### Track usage over the die, run 1

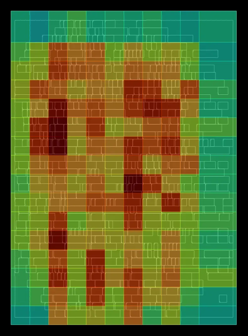
### Gate families picked out, run 1

Scale: 4 px per um.
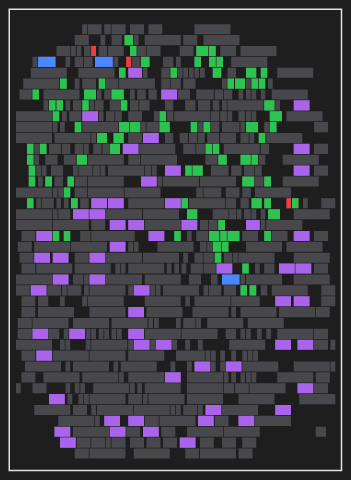
### Close-up of the layout, run 1

Window x 21 to 61, y 60 to 100 um. Cells in grey, sequential cells in the stronger grey; small squares are vias.
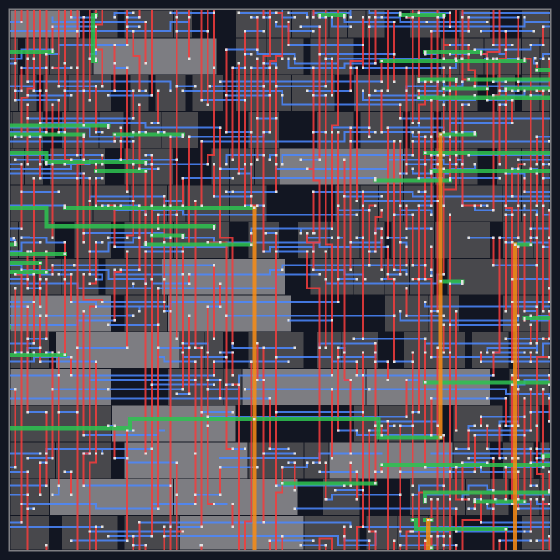
### Metal 2, run 1

Scale: 2 px per um.
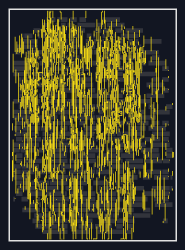
**src/rtl/instruction_loader.sv**
```systemverilog
// Serial boot loader: receives a length-prefixed, XOR-checksummed byte stream and
// writes it as big-endian 32-bit words into instruction memory while holding the CPU.
module instruction_loader #(
    parameter logic [11:0] BASE_ADDR = 12'h000,
    parameter int unsigned MAX_WORDS = 1024
) (
    input  logic        clk,
    input  logic        reset,
    input  logic        start,
    input  logic [7:0]  byte_in,
    input  logic        byte_valid,
    output logic        byte_ready,
    output logic        im_cs,
    output logic        im_wr,
    output logic        im_rd,
    output logic [11:0] im_addr,
    output logic [31:0] im_data,
    output logic        cpu_hold,
    output logic        done,
    output logic        error
);

    typedef enum logic [2:0] {IDLE, LEN_HI, LEN_LO, DATA, WRITE, CHECK, DONE, ERR} state_t;

    state_t      state_reg, state_next;
    logic [15:0] count_reg;
    logic [15:0] word_index_reg;
    logic [7:0]  checksum_reg;
    logic [23:0] shift_reg;
    logic [1:0]  byte_cnt_reg;
    logic        xfer;
    logic [15:0] len_full;

    assign xfer     = byte_valid && byte_ready;
    assign len_full = {count_reg[15:8], byte_in};
    assign im_rd    = 1'b0;

    always_ff @(posedge clk or negedge reset) begin
        if (!reset) state_reg <= IDLE;
        else        state_reg <= state_next;
    end

    always_comb begin
        state_next = state_reg;
        case (state_reg)
            IDLE, DONE, ERR: if (start) state_next = LEN_HI;
            LEN_HI:          if (xfer) state_next = LEN_LO;
            LEN_LO: begin
                if (xfer) begin
                    if (32'(len_full) > MAX_WORDS) state_next = ERR;
                    else if (len_full == 16'd0)    state_next = CHECK;
                    else                           state_next = DATA;
                end
            end
            DATA:   if (xfer && byte_cnt_reg == 2'd3) state_next = WRITE;
            WRITE:  state_next = (word_index_reg + 16'd1 == count_reg) ? CHECK : DATA;
            CHECK:  if (xfer) state_next = (byte_in == checksum_reg) ? DONE : ERR;
            default: state_next = IDLE;
        endcase
    end

    always_comb begin
        byte_ready = 1'b0;
        im_cs      = 1'b0;
        im_wr      = 1'b0;
        cpu_hold   = 1'b1;
        done       = 1'b0;
        error      = 1'b0;
        case (state_reg)
            LEN_HI, LEN_LO, DATA, CHECK: byte_ready = 1'b1;
            WRITE: begin
                im_cs = 1'b1;
                im_wr = 1'b1;
            end
            IDLE:    cpu_hold = 1'b0;
            DONE: begin
                cpu_hold = 1'b0;
                done     = 1'b1;
            end
            ERR:     error = 1'b1;
            default: ;
        endcase
    end

    // Address and data are latched on the 4th payload byte so they are stable for
    // the whole WRITE cycle and simply hold afterwards.
    always_ff @(posedge clk or negedge reset) begin
        if (!reset) begin
            count_reg      <= '0;
            word_index_reg <= '0;
            checksum_reg   <= '0;
            shift_reg      <= '0;
            byte_cnt_reg   <= '0;
            im_addr        <= '0;
            im_data        <= '0;
        end else begin
            case (state_reg)
                IDLE, DONE, ERR: begin
                    if (start) begin
                        word_index_reg <= '0;
                        checksum_reg   <= '0;
                        byte_cnt_reg   <= '0;
                    end
                end
                LEN_HI: if (xfer) count_reg[15:8] <= byte_in;
                LEN_LO: if (xfer) count_reg[7:0]  <= byte_in;
                DATA: begin
                    if (xfer) begin
                        checksum_reg <= checksum_reg ^ byte_in;
                        byte_cnt_reg <= byte_cnt_reg + 2'd1;
                        shift_reg    <= {shift_reg[15:0], byte_in};
                        if (byte_cnt_reg == 2'd3) begin
                            im_data <= {shift_reg, byte_in};
                            im_addr <= BASE_ADDR + {word_index_reg[9:0], 2'b00};
                        end
                    end
                end
                WRITE:   word_index_reg <= word_index_reg + 16'd1;
                default: ;
            endcase
        end
    end

endmodule
```
**config.mk**
```make
export PLATFORM = sky130hd
export DESIGN_NAME = instruction_loader
export DESIGN_NICKNAME = d
export VERILOG_FILES = /design/src/rtl/instruction_loader.sv
export SDC_FILE = /design/constraint.sdc
export NUM_CORES = 1
export LEC_CHECK = 0
export CAP_MARGIN = 20
export CORE_ASPECT_RATIO = 1.4
export CORE_UTILIZATION = 60
export DETAILED_ROUTE_END_ITERATION = 16
export PLACE_DENSITY = 0.85
export SYNTH_ARGS = -nofsm -noshare
export SYNTH_HDL_FRONTEND = slang
export SYNTH_SLANG_ARGS = --single-unit
export TNS_END_PERCENT = 100
```
**constraint.sdc**
```tcl
create_clock -name clk -period 3.8 [get_ports clk]
set_input_delay 1.14 -clock clk [delete_from_list [all_inputs] [get_ports clk]]
set_output_delay 1.14 -clock clk [all_outputs]
set_load 0.02 [all_outputs]
```
==> results_dict.tcl, run 1 <==
# metrics dict for downstream scripts
set metrics [dict create \
    ys_seq_share 0.5079 \
    comb_power_share 0.319 \
    ys_cells 547 \
    leakagePower_nw 2.974 \
    required_ns 2.66 \
    combGateArea_um2 2499 \
    warnings 26 \
    r2r_end "state_reg[2]" \
    ys_async_sr_fraction 1.000 \
    wire_per_inst_um 17.67 \
    place_inst 683 \
    hold_path_end "im_addr[8]" \
    netlist_instances 547 \
    hold_viol 0 \
    seq_share 0.4332 \
    maxSlewHeadroom 0.4813 \
    firstDrtPassIters 5 \
    p_int_w 0.002629 \
    yosysChipArea_um2 5469 \
    rows 40 \
    p_clk_w 0.000969 \
    ff_type "dfrtp_1" \
    seq_area_um2 2778 \
    first_iter_violations 317 \
    grt_first_pass_wirelength_mm 20.04 \
    nMultiInputCombCells 395 \
    gp_congestion 0.8797 \
    outcome "completed" \
    cts_tree "built" \
    largest_register_ffs 32 \
    yosys_warnings 0 \
    maxSlewViolCount 0 \
    setup_violations 0 \
    fp.coreArea_um2 8708 \
    io_pins 63 \
    yosys.area_share.aoi 0.1071 \
    htree_levels 3 \
    power.density_nw_per_um2 641.6 \
    num-fill-cells 617 \
    grt_overflow 0 \
    dp_hpwl_mm 8.272 \
    postCtsHoldBufs 0 \
    finalSetupTns_ns 0 \
    grt_pass1_vias 4154 \
    critPathCapture "im_cs" \
    synthXorXnorAreaFrac 0.03523 \
    num-clock-buffers 10 \
    ys_sh_simple 0.1812 \
    io_buffer_count 59 \
    rr_worst_depth 7 \
    synthToLayoutAreaGrowth_pct 17.25 \
    finalClockPeriodUsage 0.8882 \
    ant_nets 0 \
    die_w_um 82.69 \
    post-place-ws_ns 0.5654 \
    ys.flops 111 \
    avgSynthCellArea_um2 9.998 \
    worst_slew_pin_slew_ns 0.7780 \
    p_seq_frac 0.446 \
    clk-insertion-delay-late_ns 0.35 \
    pg_comb_w 0.00131 \
    dieHeight_um 115.0 \
    fin_hold_ws_ns 0.4821 \
    hp-class "reg -> reg" \
    syn_area_um2 5469 \
    ctsResizeCount 0 \
    tapCellCount 105 \
    grt_start_max_net_pins 62 \
    pwr-share-clk 0.235 \
    synth-edff-count 0 \
    total_power_w 0.004114 \
]
## Picture notes: 'Track usage over the die'
met1 global-route usage: 0.3655
All-Layer GR Usage: 0.2810
GRT busiest layer: met2

## Picture notes: 'Gate families picked out'
legend:
  inv cells:
    colour: red
    cells: 3
  fa/ha/maj cells:
    colour: blue
    cells: 3
  aoi and oai cells:
    colour: green
    cells: 82
  mux cells:
    colour: purple
    cells: 60
combinational fraction of the cell area: 0.3897
dominant logic cell type in the layout: dfrtp_1
Final Non-Filler Cells: 699

## Picture notes: 'Close-up of the layout'
legend:
  metal 1:
    colour: blue
  metal 3:
    colour: green
  metal 2:
    colour: red
  metal 4:
    colour: orange
sequential cells in the window: 16
most frequent: dfrtp_1 (16), nor2_1 (15), nand2_1 (13)
cells with their middle in the window: 153
netlist names of flops here include: `count_reg` (10), `state_reg` (3), `word_index_reg` (3)

## Picture notes: 'Metal 2'
share of all routed wire: 51%
wire length on this layer: 6290 um
main direction: vertical
longest straight run: 40.1 um
nets with wire on the layer: 523
routed vias: 4279
Routed WL: 12.35 mm
routing usage on met2: 0.4508

-- run 1: worst max-delay path: stages, from the launching register on --
cell	delay (ns)
dfrtp_1	0.56
inv_1	0.18
nor3_2	0.45
clkdlybuf4s50_1	0.69
-- run 1: Yosys cell counts, drive strengths merged, types with 3 or more instances --
cell,count,area share
xor2,11,0.018
o31ai,8,0.011
and3,5,0.0057
a21oi,10,0.0092
nand2,108,0.075
nand4,7,0.0092
o21bai,3,0.0041
dfrtp,111,0.51
o21a,3,0.0041
o22ai,3,0.0034
nor3,9,0.0092
o21ai,44,0.040
nor2b,5,0.0057
nor4,8,0.013
xnor2,11,0.018
ha,3,0.0069
inv,3,0.0021
nand2b,10,0.011
nor2,40,0.028
buf,14,0.017
nand3,13,0.012
mux2,58,0.12
nand3b,3,0.0041
clkbuf,26,0.019
o41ai,3,0.0048
### Sequential cells coloured by netlist name, run 1

Scale: 4 px per um.
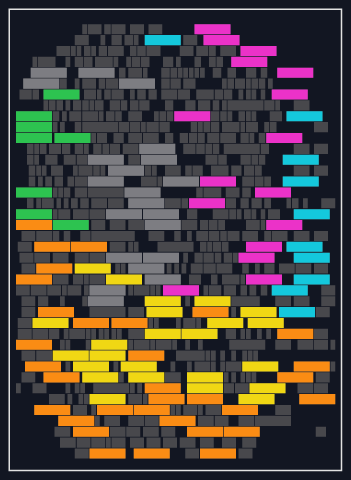

==> run 1 -> run 2 <==
--- a/config.mk
+++ b/config.mk
@@ -9,7 +9,9 @@
 export CORE_ASPECT_RATIO = 1.4
 export CORE_UTILIZATION = 60
 export DETAILED_ROUTE_END_ITERATION = 16
+export GPL_TIMING_DRIVEN = 0
 export PLACE_DENSITY = 0.85
+export SETUP_SLACK_MARGIN = 0.4
 export SYNTH_ARGS = -nofsm -noshare
 export SYNTH_HDL_FRONTEND = slang
 export SYNTH_SLANG_ARGS = --single-unit
### Sequential cells coloured by netlist name, run 2

Scale: 4 px per um.
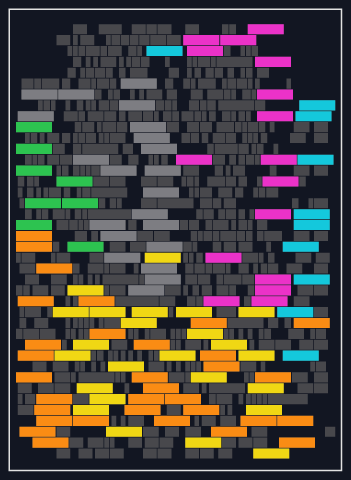
legend:
  `im_addr`:
    colour: cyan
    placed_flops: 10
  `im_data`:
    colour: orange
    placed_flops: 32
  `checksum_reg`:
    colour: green
    placed_flops: 8
    where: middle left
  `shift_reg`:
    colour: yellow
    placed_flops: 24
  `word_index_reg`:
    colour: magenta
    placed_flops: 16
fin util: 0.7457
Power Sequential: 0.00179 W
register area: 2778 um^2
Seq area share: 0.4277

==> run 2 against run 1 <==
Combinational power up 4%. Sequential share of layout area down 0.54 points. Clock skew down 0.0023 ns. Core utilization up 0.93 points. Clock power up 8%. First-iteration DRC count down 3.2%. Sequential power down 3%. Via count up 2.2%. Area after synthesis unchanged. Clock-buffer cell count unchanged. Critical path type unchanged. Largest power group unchanged.
==> results_dict.tcl, run 2 <==
# metrics dict for downstream scripts
set metrics [dict create \
    syn_area_um2 5469 \
    num-clock-buffers 10 \
    outcome "completed" \
    place_inst 705 \
    grt_start_max_net_pins 67 \
    nMultiInputCombCells 395 \
    p_clk_w 0.00105 \
    first_iter_violations 307 \
    fp.coreArea_um2 8708 \
    synth-edff-count 0 \
    combGateArea_um2 2502 \
    dieHeight_um 115.0 \
    ys_cells 547 \
    cts_tree "built" \
    maxSlewHeadroom 0.5047 \
    ys_sh_simple 0.1812 \
    synthXorXnorAreaFrac 0.03523 \
    num-fill-cells 609 \
    rows 40 \
    synthTopCellsByCount "111 x dfrtp_1, 107 x nand2_1, 51 x mux2_2" \
    required_ns 2.66 \
    ys.flops 111 \
    yosys.cell_count.top_type "dfrtp_1" \
    dp_hpwl_mm 8.806 \
    hp-class "reg -> reg" \
    critPathMaxStageDelay_ns 0.59 \
    ys_async_sr_fraction 1.000 \
    netlist_instances 547 \
    hold_viol 0 \
    comb_power_share 0.324 \
    tapCellCount 105 \
    crit_slowest_cell "clkdlybuf4s50_1" \
    synthToLayoutAreaGrowth_pct 18.74 \
    postCtsHoldBufs 0 \
    grt_first_pass_wirelength_mm 20.91 \
    largest_register_ffs 32 \
    fin_hold_ws_ns 0.4726 \
    synth.largest_area_cell "dfrtp_1" \
    leakagePower_nw 3.035 \
    comb_area_frac 0.3854 \
    power.density_nw_per_um2 646.6 \
    top_cell_area_share 0.5079 \
    path_cells "clkbuf_1 > nor3_4 > buf_4 > clkdlybuf4s50_1" \
    globalRouteMet1Util 0.3730 \
    worst_slew_pin_slew_ns 0.7430 \
    warnings 26 \
    pwr-share-clk 0.250 \
    post-place-ws_ns 0.3557 \
    track_usage 0.2948 \
    total_power_w 0.004199 \
    die_w_um 82.69 \
    grt_overflow 0 \
    finalSetupTns_ns 0 \
    wl_mm 12.68 \
    yosysChipArea_um2 5469 \
    p_int_w 0.002714 \
    clk-insertion-delay-late_ns 0.35 \
    stdcell_count 722 \
    htree_levels 3 \
    io_buffer_count 50 \
    ys_seq_share 0.5079 \
    maxSlewViolCount 0 \
    grt_pass1_vias 4336 \
    synthTopCellsByArea "dfrtp_1 51%, mux2_2 11%, nand2_1 7.3%" \
]
run 2: what timing repair did:
item / in CTS / in global routing
setup endpoints to repair: 2 / 2
pin swaps: 0 / 1
resized: 2 / 2
cloned: 0 / 0
setup buffers: 0 / 1
run 2: path summary, 6_finish.rpt:
check / start / endpoint / slack, ns / cells after the start
setup / recovery: state_reg[0] / im_wr / 0.62 / 4
hold / removal: shift_reg[16] / shift_reg[16] / 0.47 / 2
setup reg to reg: state_reg[2] / im_data[21] / 1.33 / 6
hold reg to reg: shift_reg[16] / shift_reg[16] / 0.47 / 2
max in group asynchronous: reset / im_addr[11] / 2.30 / 2
min in group asynchronous: reset / im_data[30] / 0.79 / 1
Power is estimated from default activity; no workload was simulated.
